run_1/pdn.png
Scale bar: 20 µm. Pins as bars on the die edge.
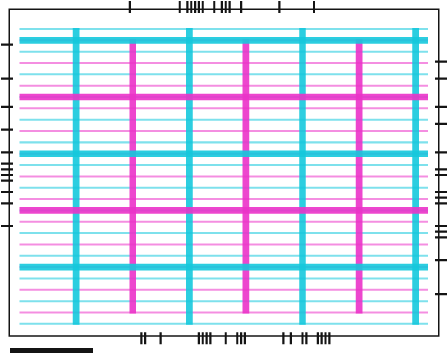
run_1/cell_classes.png
Scale bar: 20 µm.
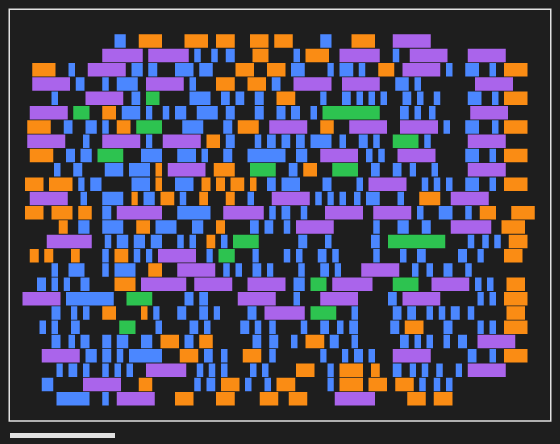
run_1/clock_map.png
Scale bar: 20 µm.
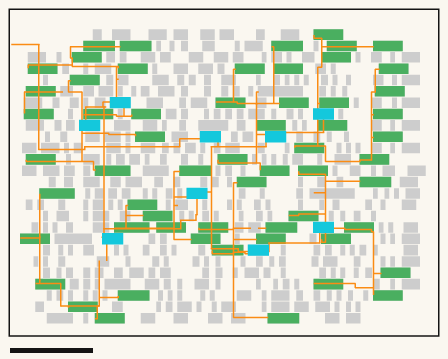
run_1/metal_stack.png
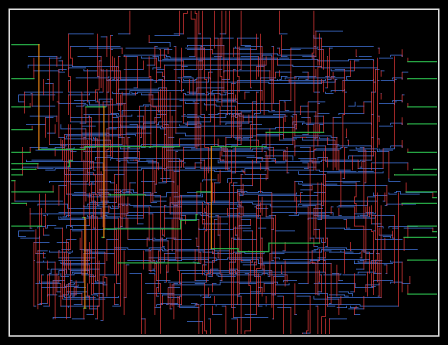
## src/rtl/pd_bus_sizer_if.sv

```systemverilog
// pd_bus_sizer_if: host and peripheral bus bundle.
// Master is the host/peripheral side, slave is the sizer.
interface pd_bus_sizer_if;
  logic        req;
  logic        wr;
  logic        sa0;
  logic        sbhe;
  logic [15:0] sd_in;
  logic [15:0] sd_out;
  logic        busy;
  logic        ack;
  logic        pa0;
  logic [7:0]  pd_in;
  logic [7:0]  pd_out;
  logic        pd_oe;
  logic        prd;
  logic        pwr;

  modport master (
    output req, wr, sa0, sbhe, sd_in, pd_in,
    input  sd_out, busy, ack, pa0,
    input  pd_out, pd_oe, prd, pwr
  );

  modport slave (
    input  req, wr, sa0, sbhe, sd_in, pd_in,
    output sd_out, busy, ack, pa0,
    output pd_out, pd_oe, prd, pwr
  );
endinterface

```

## src/rtl/pd_bus_sizer.sv

```systemverilog
// pd_bus_sizer: 16-bit host to 8-bit peripheral bus sequencer.
// One or two byte strobe cycles per access, fixed strobe width.
module pd_bus_sizer #(
  parameter int unsigned WAIT_CYCLES = 3
) (
  input  logic          clk,
  input  logic          rst,
  pd_bus_sizer_if.slave bus
);
  typedef enum logic [2:0] {
    IDLE, SETUP, STROBE, HOLD, DONE
  } state_t;

  localparam logic [3:0] WLAST = 4'(WAIT_CYCLES - 1);

  state_t      state;
  state_t      state_nx;
  logic [3:0]  cnt;
  logic        wr_q;
  logic        two_q;
  logic        second_q;
  logic        pa0_q;
  logic [7:0]  hi_q;
  logic [7:0]  pdo_q;
  logic [15:0] rd_q;
  logic [15:0] sdo_q;
  logic        accept;
  logic        last;
  logic        more;

  // state register
  always_ff @(posedge clk) begin
    if (rst) state <= IDLE;
    else     state <= state_nx;
  end

  // next state, strobes and status from the current state
  always_comb begin
    state_nx   = state;
    accept     = 1'b0;
    last       = 1'b0;
    more       = two_q && !second_q;
    bus.busy   = (state != IDLE);
    bus.ack    = (state == DONE);
    bus.prd    = (state == STROBE) && !wr_q;
    bus.pwr    = (state == STROBE) && wr_q;
    bus.pd_oe  = wr_q && ((state == SETUP) ||
                          (state == STROBE) ||
                          (state == HOLD));
    bus.pa0    = pa0_q;
    bus.pd_out = pdo_q;
    bus.sd_out = sdo_q;
    unique case (state)
      IDLE: begin
        if (bus.req) begin
          accept   = 1'b1;
          state_nx = SETUP;
        end
      end
      SETUP:  state_nx = STROBE;
      STROBE: begin
        if (cnt == 4'd0) begin
          last     = 1'b1;
          state_nx = HOLD;
        end
      end
      HOLD:    state_nx = more ? SETUP : DONE;
      DONE:    state_nx = IDLE;
      default: state_nx = IDLE;
    endcase
  end

  // access latch, strobe counter, lane steering and read assembly
  always_ff @(posedge clk) begin
    if (rst) begin
      cnt      <= 4'd0;
      wr_q     <= 1'b0;
      two_q    <= 1'b0;
      second_q <= 1'b0;
      pa0_q    <= 1'b0;
      hi_q     <= 8'h00;
      pdo_q    <= 8'h00;
      rd_q     <= 16'hFFFF;
      sdo_q    <= 16'hFFFF;
    end else begin
      if (accept) begin
        wr_q     <= bus.wr;
        two_q    <= !bus.sbhe && !bus.sa0;
        second_q <= 1'b0;
        pa0_q    <= bus.sa0;
        hi_q     <= bus.sd_in[15:8];
        pdo_q    <= bus.sa0 ? bus.sd_in[15:8]
                            : bus.sd_in[7:0];
        rd_q     <= 16'hFFFF;
      end
      if (state == SETUP) cnt <= WLAST;
      if ((state == STROBE) && !last) cnt <= cnt - 4'd1;
      if (last && !wr_q) begin
        if (pa0_q) rd_q[15:8] <= bus.pd_in;
        else       rd_q[7:0]  <= bus.pd_in;
      end
      if (state == HOLD) begin
        if (more) begin
          second_q <= 1'b1;
          pa0_q    <= 1'b1;
          pdo_q    <= hi_q;
        end else if (!wr_q) begin
          sdo_q <= rd_q;
        end
      end
    end
  end
endmodule

```

## src/flat_wrapper.sv

```systemverilog
// flat-port wrapper written by rule: the top's interface ports become plain ports
module pd_bus_sizer_flat 
#(
  parameter int unsigned WAIT_CYCLES = 3
)
  (clk, rst, bus_req, bus_wr, bus_sa0, bus_sbhe, bus_sd_in, bus_pd_in, bus_sd_out, bus_busy, bus_ack, bus_pa0, bus_pd_out, bus_pd_oe, bus_prd, bus_pwr);
  pd_bus_sizer_if bus_i ();
  input  logic clk;
  input  logic rst;
  input wire logic [$bits(bus_i.req)-1:0] bus_req;
  input wire logic [$bits(bus_i.wr)-1:0] bus_wr;
  input wire logic [$bits(bus_i.sa0)-1:0] bus_sa0;
  input wire logic [$bits(bus_i.sbhe)-1:0] bus_sbhe;
  input wire logic [$bits(bus_i.sd_in)-1:0] bus_sd_in;
  input wire logic [$bits(bus_i.pd_in)-1:0] bus_pd_in;
  output wire logic [$bits(bus_i.sd_out)-1:0] bus_sd_out;
  output wire logic [$bits(bus_i.busy)-1:0] bus_busy;
  output wire logic [$bits(bus_i.ack)-1:0] bus_ack;
  output wire logic [$bits(bus_i.pa0)-1:0] bus_pa0;
  output wire logic [$bits(bus_i.pd_out)-1:0] bus_pd_out;
  output wire logic [$bits(bus_i.pd_oe)-1:0] bus_pd_oe;
  output wire logic [$bits(bus_i.prd)-1:0] bus_prd;
  output wire logic [$bits(bus_i.pwr)-1:0] bus_pwr;
  assign bus_i.req = bus_req;
  assign bus_i.wr = bus_wr;
  assign bus_i.sa0 = bus_sa0;
  assign bus_i.sbhe = bus_sbhe;
  assign bus_i.sd_in = bus_sd_in;
  assign bus_i.pd_in = bus_pd_in;
  assign bus_sd_out = bus_i.sd_out;
  assign bus_busy = bus_i.busy;
  assign bus_ack = bus_i.ack;
  assign bus_pa0 = bus_i.pa0;
  assign bus_pd_out = bus_i.pd_out;
  assign bus_pd_oe = bus_i.pd_oe;
  assign bus_prd = bus_i.prd;
  assign bus_pwr = bus_i.pwr;
  pd_bus_sizer #(.WAIT_CYCLES(WAIT_CYCLES)) u_core (.clk(clk), .rst(rst), .bus(bus_i));
endmodule
```

## config.mk

```make
export PLATFORM = sky130hd
export DESIGN_NAME = pd_bus_sizer_flat
export DESIGN_NICKNAME = d
export VERILOG_FILES = /design/src/rtl/pd_bus_sizer_if.sv /design/src/rtl/pd_bus_sizer.sv /design/src/flat_wrapper.sv
export SDC_FILE = /design/constraint.sdc
export NUM_CORES = 1
export LEC_CHECK = 0
export ABC_AREA = 1
export CELL_PAD_IN_SITES_DETAIL_PLACEMENT = 1
export CELL_PAD_IN_SITES_GLOBAL_PLACEMENT = 1
export CORE_ASPECT_RATIO = 0.75
export CORE_MARGIN = 2
export CORE_UTILIZATION = 35
export DETAILED_ROUTE_END_ITERATION = 6
export GPL_TIMING_DRIVEN = 0
export PLACE_DENSITY_LB_ADDON = 0.1
export SLEW_MARGIN = 20
export SYNTH_ARGS = -nofsm -noshare
export SYNTH_HDL_FRONTEND = slang
export SYNTH_SLANG_ARGS = --single-unit
export TNS_END_PERCENT = 100
```

## constraint.sdc

```tcl
create_clock -name clk -period 1.5 [get_ports clk]
set_input_delay 0.3 -clock clk [delete_from_list [all_inputs] [get_ports clk]]
set_output_delay 0.3 -clock clk [all_outputs]
set_load 0.005 [all_outputs]
```

==> impl_metrics.py, run 1 <==
# Flow results
metrics = {
    "outcome": {
        "status": "finished, violations left",
        "failed_checks": "setup timing",
    },
    "yosys": {
        "muxShareOfSynthArea": 0,
        "xor_share": 0,
        "edf_count": 0,
        "topCellsByArea": "dfxtp_1 46%, nand2_1 16%, nand3_1 12%",
        "ys.flops": 59,
        "synthAoiAreaFrac": 0.0867,
        "netlist_instances": 360,
        "yosysSeqAreaShare": 0.462,
        "synthArstFlopShare": 0,
        "syn_area_um2": 2550,
        "common_cells": "112 x nand2_1, 60 x nand3_1, 59 x dfxtp_1, 41 x inv_1, 14 x a21oi_1",
        "ys.flop_type": "dfxtp_1",
        "yosys_warnings": 0,
        "top_area_frac": 0.462,
        "fp_nets": 391,
        "synthTopLogicFamily": "simple AND/OR/NAND/NOR gates",
        "ys_sh_adder": 0.00490,
        "synth.most_common_cell": "nand2_1",
        "ys_types": 26,
        "syn_area_per_cell_um2": 7.10,
        "ys_cells": 360,
        "ys_area_um2": 2550,
        "simple_gate_area_frac": 0.341,
        "yosys.area.top_type": "dfxtp_1",
    },
    "min_path": {
        "hold_start": "rst",
        "hp-class": "in -> reg",
        "min_to": "u_core.state[1]$_SDFFE_PP0P_",
        "min_path_cells": 2,
    },
    "routing": {
        "ant_nets": 0,
        "drt_iter0_drc": 65,
        "drc": 0,
        "routed_via_density": 4.87,
        "wirelength_mm": 8.30,
        "dr.pass1.iters": 4,
        "wire_per_inst_um": 15.2,
    },
    "cells_and_area": {
        "fin_cells": 545,
        "stdcell_area_um2": 3830,
        "flop_area_um2": 1200,
        "final_common_cell": "nand2_1",
        "final_util": 0.553,
        "drive_gt1_frac": 0.219,
        "area_delta_synth_final_pct": 49.9,
        "final_layout_top_logic_cells": "100 x nand2_1, 52 x nand3_1, 47 x dfxtp_1",
        "logic_area_um2": 1290,
        "fillers": 862,
        "antennaDiodeCount": 0,
        "final_nets": 473,
    },
    "placement": {
        "pre_cts_ws_ns": -0.312,
        "portBuffers": 57,
        "globalplace.congestion": 0.854,
        "dp_hpwl_mm": 5.41,
        "dpl-instance-area_um2": 3250,
        "dp.cells": 515,
    },
    "sta": {
        "timing.fmax_mhz": 657,
        "min_period_ns": 1.52,
        "hold_ws_ns": 0.237,
        "finalClockPeriodUsage": 1.01,
        "tightest_slew_ns": 0.623,
        "finClkSkew_ns": 0.00670,
        "maxSlewHeadroom": 0.584,
        "final_max_slew_viol_count": 0,
        "rsz0062_at_grt": "true",
        "setup_viol": 2,
        "worst_slack_ns": -0.0210,
        "finalSetupTns_ns": -0.0227,
        "hold_violations": 0,
    },
    "power_and_ir_drop": {
        "switching_share": 0.298,
        "p_total_mw": 4.31,
        "switchingPower_mw": 1.29,
        "power_frac_comb": 0.209,
        "pwr-share-clk": 0.385,
        "seq_power_share": 0.406,
        "vdd_drop_max_v": 0.000536,
        "powerDensity_nw_per_um2": 1130,
        "p_leak_nw": 1.88,
    },
    "global_routing": {
        "grt_pass1_wl_mm": 13.0,
        "grt_pass1_vias": 2632,
        "grt_overflow": 0,
        "grt_util_met1": 0.276,
        "grt_max_degree": 13,
        "grt_use_met2": 0.352,
        "antenna_found_initial": 0,
        "busiest_layer": "met2",
        "use_met3": 0.0595,
        "track_usage": 0.213,
    },
    "clock_network": {
        "clockBufferDepth": 2,
        "cts_tree": "built",
        "clk_latency_ns": 0.35,
        "htreeDepth": 3,
        "cts_inserted_buffers": 9,
        "path_clk_slew_ns": 0.07,
        "numClockSinks": 59,
        "root_buffer": "clkbuf_8",
        "cts_hold_buf": 0,
    },
    "floorplan": {
        "chipWidth_um": 103,
        "rows": 26,
        "chipArea_um2": 8010,
        "top_level_ports": 60,
        "die_y_um": 78.0,
        "core_um2": 6930,
        "fp_util": 0.369,
    },
    "setup_path": {
        "critical_path.startpoint": "u_core.state[0]$_SDFFE_PP0P_",
        "ff2ff_setup_slack_ns": 0.04,
        "path_class": "reg -> out",
        "critPathRequiredTime_ns": 1.20,
        "cp-end-kind": "output port",
        "rr_worst_depth": 8,
        "crit_arrival_ns": 1.22,
        "r2r-start": "u_core.state[0]$_SDFFE_PP0P_",
        "critPathMaxFanout": 3,
        "timing.critical_path.to": "bus_prd",
        "crit_path_start_kind": "flop",
    },
    "job": {
        "cap_violations": 0,
        "warning_count": 28,
    },
}
## Picture notes: pdn.png
Key: magenta = VDD; cyan = VSS
7 straps on met4. The core has 26 rows. 5 straps on met5. 27 met1 rails follow the rows.

## Picture notes: cell_classes.png
Key: orange = other buffers and delay cells [cells 88]; green = clock drivers and dummy loads [cells 16]; blue = all other logic [cells 284]; purple = flip-flops [cells 59]

## Picture notes: clock_map.png
Key: cyan = cells driving clock nets [count 9]; orange = clock wires [length 853 µm]; green = flip-flops [count 59]
Position of the flops: widely spread.

## Picture notes: metal_stack.png
Key: red = met2 [wire length 3940 µm]; green = met3 [wire length 310 µm]; blue = met1 [wire length 3950 µm]; orange = met4 [wire length 103 µm]

==> run 1: critical path, stage by stage, from the launching register on <==
cell     delay [ns]
dfxtp_4        0.37
inv_4          0.06
nand4_1        0.13
buf_4          0.17
inv_2          0.06
buf_6          0.09
==> run 1: per-layer routing <==
layer | share of wire | routed length (µm) | vias up
met5 | 0 | 0 | -
met4 | 0.012 | 102 | 0
met3 | 0.037 | 310 | 10
met2 | 0.47 | 3940 | 46
met1 | 0.48 | 3950 | 1276
li1 | - | - | 1323
==> run 1: sequential cells by signal (all words and copies together) (netlist names) <==
name,count
u_core.bus.sd_out,16
u_core.rd_q,16
u_core.bus.pd_out,8
u_core.hi_q,8
u_core.cnt,4
u_core.state,3
u_core.bus.pa0,1
u_core.second_q,1
u_core.two_q,1
u_core.wr_q,1
==> run 1: cell type report <==
| type | count | share of cell area |
|---|---|---|
| clock inverters | 7 | 0.0268 |
| multi-input cells | 238 | 0.336 |
| well taps | 98 | 0.0320 |
| plain buffers | 17 | 0.0252 |
| inverters | 46 | 0.0464 |
| repair buffers | 71 | 0.187 |
| flip-flops and latches | 59 | 0.314 |
| clock buffers | 9 | 0.0323 |
==> run 1: power by group through the flow <==
stage | Clock (mW) | Combinational (mW) | Sequential, mW
4_1_cts | 1.68 | 0.838 | 1.75
3_5_place_dp | 0 | 0.765 | 1.77
5_1_grt | 1.76 | 1.00 | 1.77
6_report | 1.66 | 0.903 | 1.75
3_3_place_gp | 0 | 0.742 | 1.77
2_1_floorplan | 0 | 0.430 | 1.77
==> run 1: repair_timing <==
item | 4_1_cts | 5_1_grt
pin swaps | 3 | 10
gates resized | 49 | 59
endpoints found under the setup margin | 28 | 61
setup buffers | 14 | 2
## Run 2: what changed since run 1
--- a/config.mk
+++ b/config.mk
@@ -11,6 +11,7 @@
 export CORE_ASPECT_RATIO = 0.75
 export CORE_MARGIN = 2
 export CORE_UTILIZATION = 35
+export CTS_CLUSTER_DIAMETER = 30
 export DETAILED_ROUTE_END_ITERATION = 6
 export GPL_TIMING_DRIVEN = 0
 export PLACE_DENSITY_LB_ADDON = 0.1
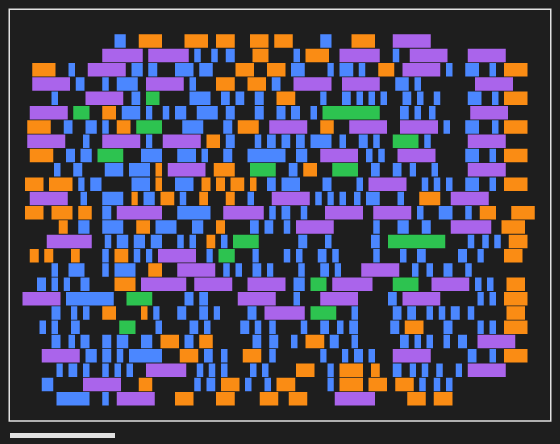
run_2/cell_classes.png
Scale bar: 20 µm.
Key: purple = flip-flops [cells 59]; green = clock drivers and dummy loads [cells 16]; blue = all other logic [cells 284]; orange = other buffers and delay cells [cells 88]

==> impl_metrics.py, run 2 <==
# Flow results
metrics = {
    "routing": {
        "drc": 0,
        "drt_iter0_drc": 65,
        "dr.pass1.iters": 4,
        "wire_per_inst_um": 15.2,
        "routed_via_density": 4.87,
    },
    "outcome": {
        "status": "finished, violations left",
        "failed_checks": "setup timing",
    },
    "sta": {
        "hold_violations": 0,
        "finalClockPeriodUsage": 1.01,
        "maxSlewHeadroom": 0.584,
        "hold_ws_ns": 0.237,
        "rsz0062_at_grt": "true",
        "final_max_slew_viol_count": 0,
        "min_period_ns": 1.52,
        "setup_viol": 2,
        "worst_slack_ns": -0.0210,
        "finClkSkew_ns": 0.00670,
        "finalSetupTns_ns": -0.0227,
    },
    "floorplan": {
        "die_y_um": 78.0,
        "fp_util": 0.369,
        "chipArea_um2": 8010,
        "top_level_ports": 60,
        "rows": 26,
    },
    "power_and_ir_drop": {
        "switchingPower_mw": 1.29,
        "p_clk_mw": 1.66,
        "p_total_mw": 4.31,
        "pwr-share-clk": 0.385,
        "switching_share": 0.298,
        "power_frac_comb": 0.209,
        "pg_comb_mw": 0.903,
        "vdd_drop_max_v": 0.000536,
        "power.group.top": "sequential cells",
        "powerSeq_mw": 1.75,
        "seq_power_share": 0.406,
    },
    "cells_and_area": {
        "flop_area_um2": 1200,
        "area_delta_synth_final_pct": 49.9,
        "antennaDiodeCount": 0,
        "final_common_cell": "nand2_1",
        "fin_cells": 545,
        "final_layout_top_logic_cells": "100 x nand2_1, 52 x nand3_1, 47 x dfxtp_1",
        "drive_gt1_frac": 0.219,
    },
    "clock_network": {
        "cts_tree": "built",
        "clockBufferDepth": 2,
        "cts_hold_buf": 0,
        "htreeDepth": 3,
        "root_buffer": "clkbuf_8",
        "numClockSinks": 59,
        "clk_latency_ns": 0.35,
        "cts_inserted_buffers": 9,
    },
    "placement": {
        "dp.cells": 515,
        "dpl-instance-area_um2": 3250,
        "pre_cts_ws_ns": -0.312,
        "portBuffers": 57,
        "globalplace.congestion": 0.854,
    },
    "yosys": {
        "ys.flop_type": "dfxtp_1",
        "edf_count": 0,
        "ys_cells": 360,
        "ys_types": 26,
        "common_cells": "112 x nand2_1, 60 x nand3_1, 59 x dfxtp_1, 41 x inv_1, 14 x a21oi_1",
        "yosysSeqAreaShare": 0.462,
        "synthArstFlopShare": 0,
        "yosys.area.top_type": "dfxtp_1",
        "synth.most_common_cell": "nand2_1",
        "netlist_instances": 360,
        "syn_area_per_cell_um2": 7.10,
        "ys.flops": 59,
    },
    "setup_path": {
        "cp-end-kind": "output port",
        "critPathRequiredTime_ns": 1.20,
        "path_class": "reg -> out",
        "crit_arrival_ns": 1.22,
        "crit_path_start_kind": "flop",
        "critPathMaxFanout": 3,
        "ff2ff_setup_slack_ns": 0.04,
    },
    "job": {
        "warning_count": 28,
        "cap_violations": 0,
    },
    "global_routing": {
        "antenna_found_initial": 0,
        "track_usage": 0.213,
        "grt_max_degree": 13,
    },
    "min_path": {
        "hp-class": "in -> reg",
    },
}
run 2: cell counts in the layout (fill, tap and decap cells not counted):
No cell type changed its count.
run 2: timing repair:
action	in CTS	in global routing
buffers inserted	14	2
endpoints found under the setup margin	28	61
pin swaps	3	10
resized	49	59
run 2: critical path, stage by stage (launching register included):
cell and delay (ns):
dfxtp_4 0.37, inv_4 0.06, nand4_1 0.13, buf_4 0.17
inv_2 0.06, buf_6 0.09
run 2: cell type report:
| class | instances | share of cell area |
|---|---|---|
| multi-input cells | 238 | 0.336 |
| flip-flops and latches | 59 | 0.314 |
| repair buffers | 71 | 0.187 |
| inverters | 46 | 0.0464 |
| clock buffers | 9 | 0.0323 |
| well taps | 98 | 0.0320 |
| clock inverters | 7 | 0.0268 |
| plain buffers | 17 | 0.0252 |
run 2: logic make-up (layout without fill, tap and decap cells):
kind of cell	Yosys count	in the layout	share of synthesized area
adders and majority gates	1	1	0.00490
buffers and inverters	63	150	0.105
DFF	59	59	0.462
AOI/OAI and AO/OA	38	38	0.0867
and+or+nand+nor	199	199	0.341
run 2: routing by layer:
metal | up-vias | track usage | share of wire
met4 | 0 | 0.0440 | 0.012
met2 | 46 | 0.352 | 0.47
li1 | 1323 | - | -
met3 | 10 | 0.0595 | 0.037
met5 | - | 0 | 0
met1 | 1276 | 0.276 | 0.48
run 2: path summary, 6_finish.rpt:
path,to,start,cells after the start
min reg2reg,u_core.hi_q[2]$_SDFFE_PP0P_,u_core.hi_q[2]$_SDFFE_PP0P_,2
max reg2reg,u_core.bus.pd_out[7]$_SDFF_PP0_,u_core.state[0]$_SDFFE_PP0P_,8
max,bus_prd,u_core.state[0]$_SDFFE_PP0P_,5
min,u_core.state[1]$_SDFFE_PP0P_,rst,2
run_2/final_congestion.png
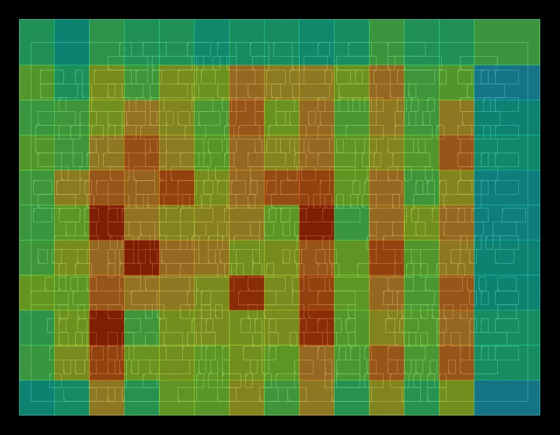

## Run 3: what changed since run 2
--- a/config.mk
+++ b/config.mk
@@ -13,8 +13,9 @@
 export CORE_UTILIZATION = 35
 export CTS_CLUSTER_DIAMETER = 30
 export DETAILED_ROUTE_END_ITERATION = 6
+export GPL_ROUTABILITY_DRIVEN = 0
 export GPL_TIMING_DRIVEN = 0
-export PLACE_DENSITY_LB_ADDON = 0.1
+export PLACE_DENSITY = 0.76
 export SLEW_MARGIN = 20
 export SYNTH_ARGS = -nofsm -noshare
 export SYNTH_HDL_FRONTEND = slang
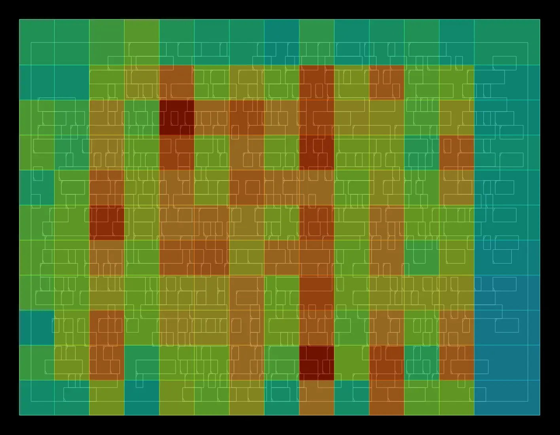
run_3/final_congestion.png
GRT Overall Usage: 0.210
global routing usage on met2: 0.332

==> impl_metrics.py, run 3 <==
# Flow results
metrics = {
    "yosys": {
        "top_area_frac": 0.462,
        "ys_types": 26,
        "ys.flops": 59,
        "ys_area_um2": 2550,
        "ys.flop_type": "dfxtp_1",
        "common_cells": "112 x nand2_1, 60 x nand3_1, 59 x dfxtp_1, 41 x inv_1, 14 x a21oi_1",
        "yosys_warnings": 0,
        "fp_nets": 391,
        "synth.most_common_cell": "nand2_1",
        "syn_area_per_cell_um2": 7.10,
        "yosysSeqAreaShare": 0.462,
        "synthArstFlopShare": 0,
    },
    "sta": {
        "timing.fmax_mhz": 681,
        "hold_violations": 0,
        "final_max_slew_viol_count": 0,
        "finalSetupTns_ns": 0,
        "finalClockPeriodUsage": 0.979,
        "rsz0062_at_grt": "true",
        "finClkSkew_ns": 0.0112,
        "maxSlewHeadroom": 0.595,
    },
    "clock_network": {
        "cts_resized": 37,
        "numClockSinks": 59,
        "cts_hold_buf": 0,
        "path_clk_slew_ns": 0.08,
        "cts_inserted_buffers": 9,
        "clk_latency_ns": 0.34,
        "cts_setup_buffers": 7,
        "cts_tree": "built",
        "root_buffer": "clkbuf_8",
    },
    "global_routing": {
        "grt_pass1_wl_mm": 13.0,
        "grt_pass1_vias": 2672,
        "grt_overflow": 0,
    },
    "power_and_ir_drop": {
        "power_frac_comb": 0.210,
        "pg_comb_mw": 0.852,
        "pwr-share-clk": 0.359,
        "p_total_mw": 4.06,
        "p_clk_mw": 1.46,
        "powerDensity_nw_per_um2": 1110,
        "vdd_drop_max_v": 0.000643,
        "powerSeq_mw": 1.75,
        "power.group.top": "sequential cells",
    },
    "routing": {
        "drc": 0,
        "drt_iter0_drc": 126,
        "ant_nets": 0,
        "wirelength_mm": 8.01,
    },
    "floorplan": {
        "rows": 26,
        "die_y_um": 78.0,
        "top_level_ports": 60,
    },
    "cells_and_area": {
        "final_layout_top_logic_cells": "102 x nand2_1, 57 x nand3_1, 54 x dfxtp_1",
        "area_delta_synth_final_pct": 43.3,
        "final_nets": 470,
        "antennaDiodeCount": 0,
        "drive_gt1_frac": 0.178,
        "final_common_cell": "nand2_1",
    },
    "outcome": {
        "status": "finished clean",
    },
    "job": {
        "warning_count": 28,
    },
    "placement": {
        "dp_hpwl_mm": 5.37,
        "pre_cts_ws_ns": -0.274,
        "dpl-instance-area_um2": 3250,
    },
    "setup_path": {
        "rr_worst_depth": 8,
        "path_class": "reg -> out",
        "cp.depth": 5,
        "slowest_delay_ns": 0.37,
        "r2r_end": "u_core.rd_q[13]$_SDFF_PP1_",
        "critical_path.startpoint": "u_core.state[2]$_SDFFE_PP0P_",
        "critPathRequiredTime_ns": 1.20,
        "crit_chain": "inv_4 -> buf_6 -> nand3_4 -> nor2_2 -> buf_2",
        "r2r-start": "u_core.state[0]$_SDFFE_PP0P_",
    },
}
-- run 3: how the worst min path moves through the flow --
stage          cells past startpoint                            endpoint  slack, ns                         from
2_1_floorplan                      2  u_core.bus.sd_out[11]$_SDFFE_PP1P_       0.42   u_core.rd_q[11]$_SDFF_PP1_
3_3_place_gp                       2         u_core.hi_q[5]$_SDFFE_PP0P_       0.44  u_core.hi_q[5]$_SDFFE_PP0P_
3_5_place_dp                       2         u_core.hi_q[2]$_SDFFE_PP0P_       0.45  u_core.hi_q[2]$_SDFFE_PP0P_
4_1_cts                            2     u_core.bus.pd_out[1]$_SDFF_PP0_       0.24                          rst
5_1_grt                            2         u_core.hi_q[7]$_SDFFE_PP0P_       0.27                          rst
6_report                           2         u_core.hi_q[7]$_SDFFE_PP0P_       0.27                          rst
-- run 3: cell type report --
class / instances / area, µm² / share of cell area
sequential: 59 / 1190 / 0.326
inverter: 46 / 178 / 0.0485
buffer: 17 / 103 / 0.0280
timing repair buffer: 68 / 668 / 0.182
tap: 98 / 123 / 0.0335
clock inverter: 5 / 52.6 / 0.0143
clock buffer: 11 / 141 / 0.0386
multi-input combinational: 238 / 1200 / 0.328
-- run 3: metal layers --
metal / global-route usage / routed length (µm) / vias up
met4: 0.0600 / 93 / 0
li1: - / - / 1311
met5: 0 / 0 / -
met2: 0.332 / 3750 / 57
met1: 0.280 / 3780 / 1240
met3: 0.0559 / 384 / 10
-- run 3: cell families after synthesis --
| group | Yosys count | synth area share |
|---|---|---|
| and+or+nand+nor | 199 | 0.341 |
| AOI/OAI and AO/OA | 38 | 0.0867 |
| buffers and inverters | 63 | 0.105 |
| adders and majority gates | 1 | 0.00490 |
| DFF | 59 | 0.462 |
Power and IR drop assume default switching activity.
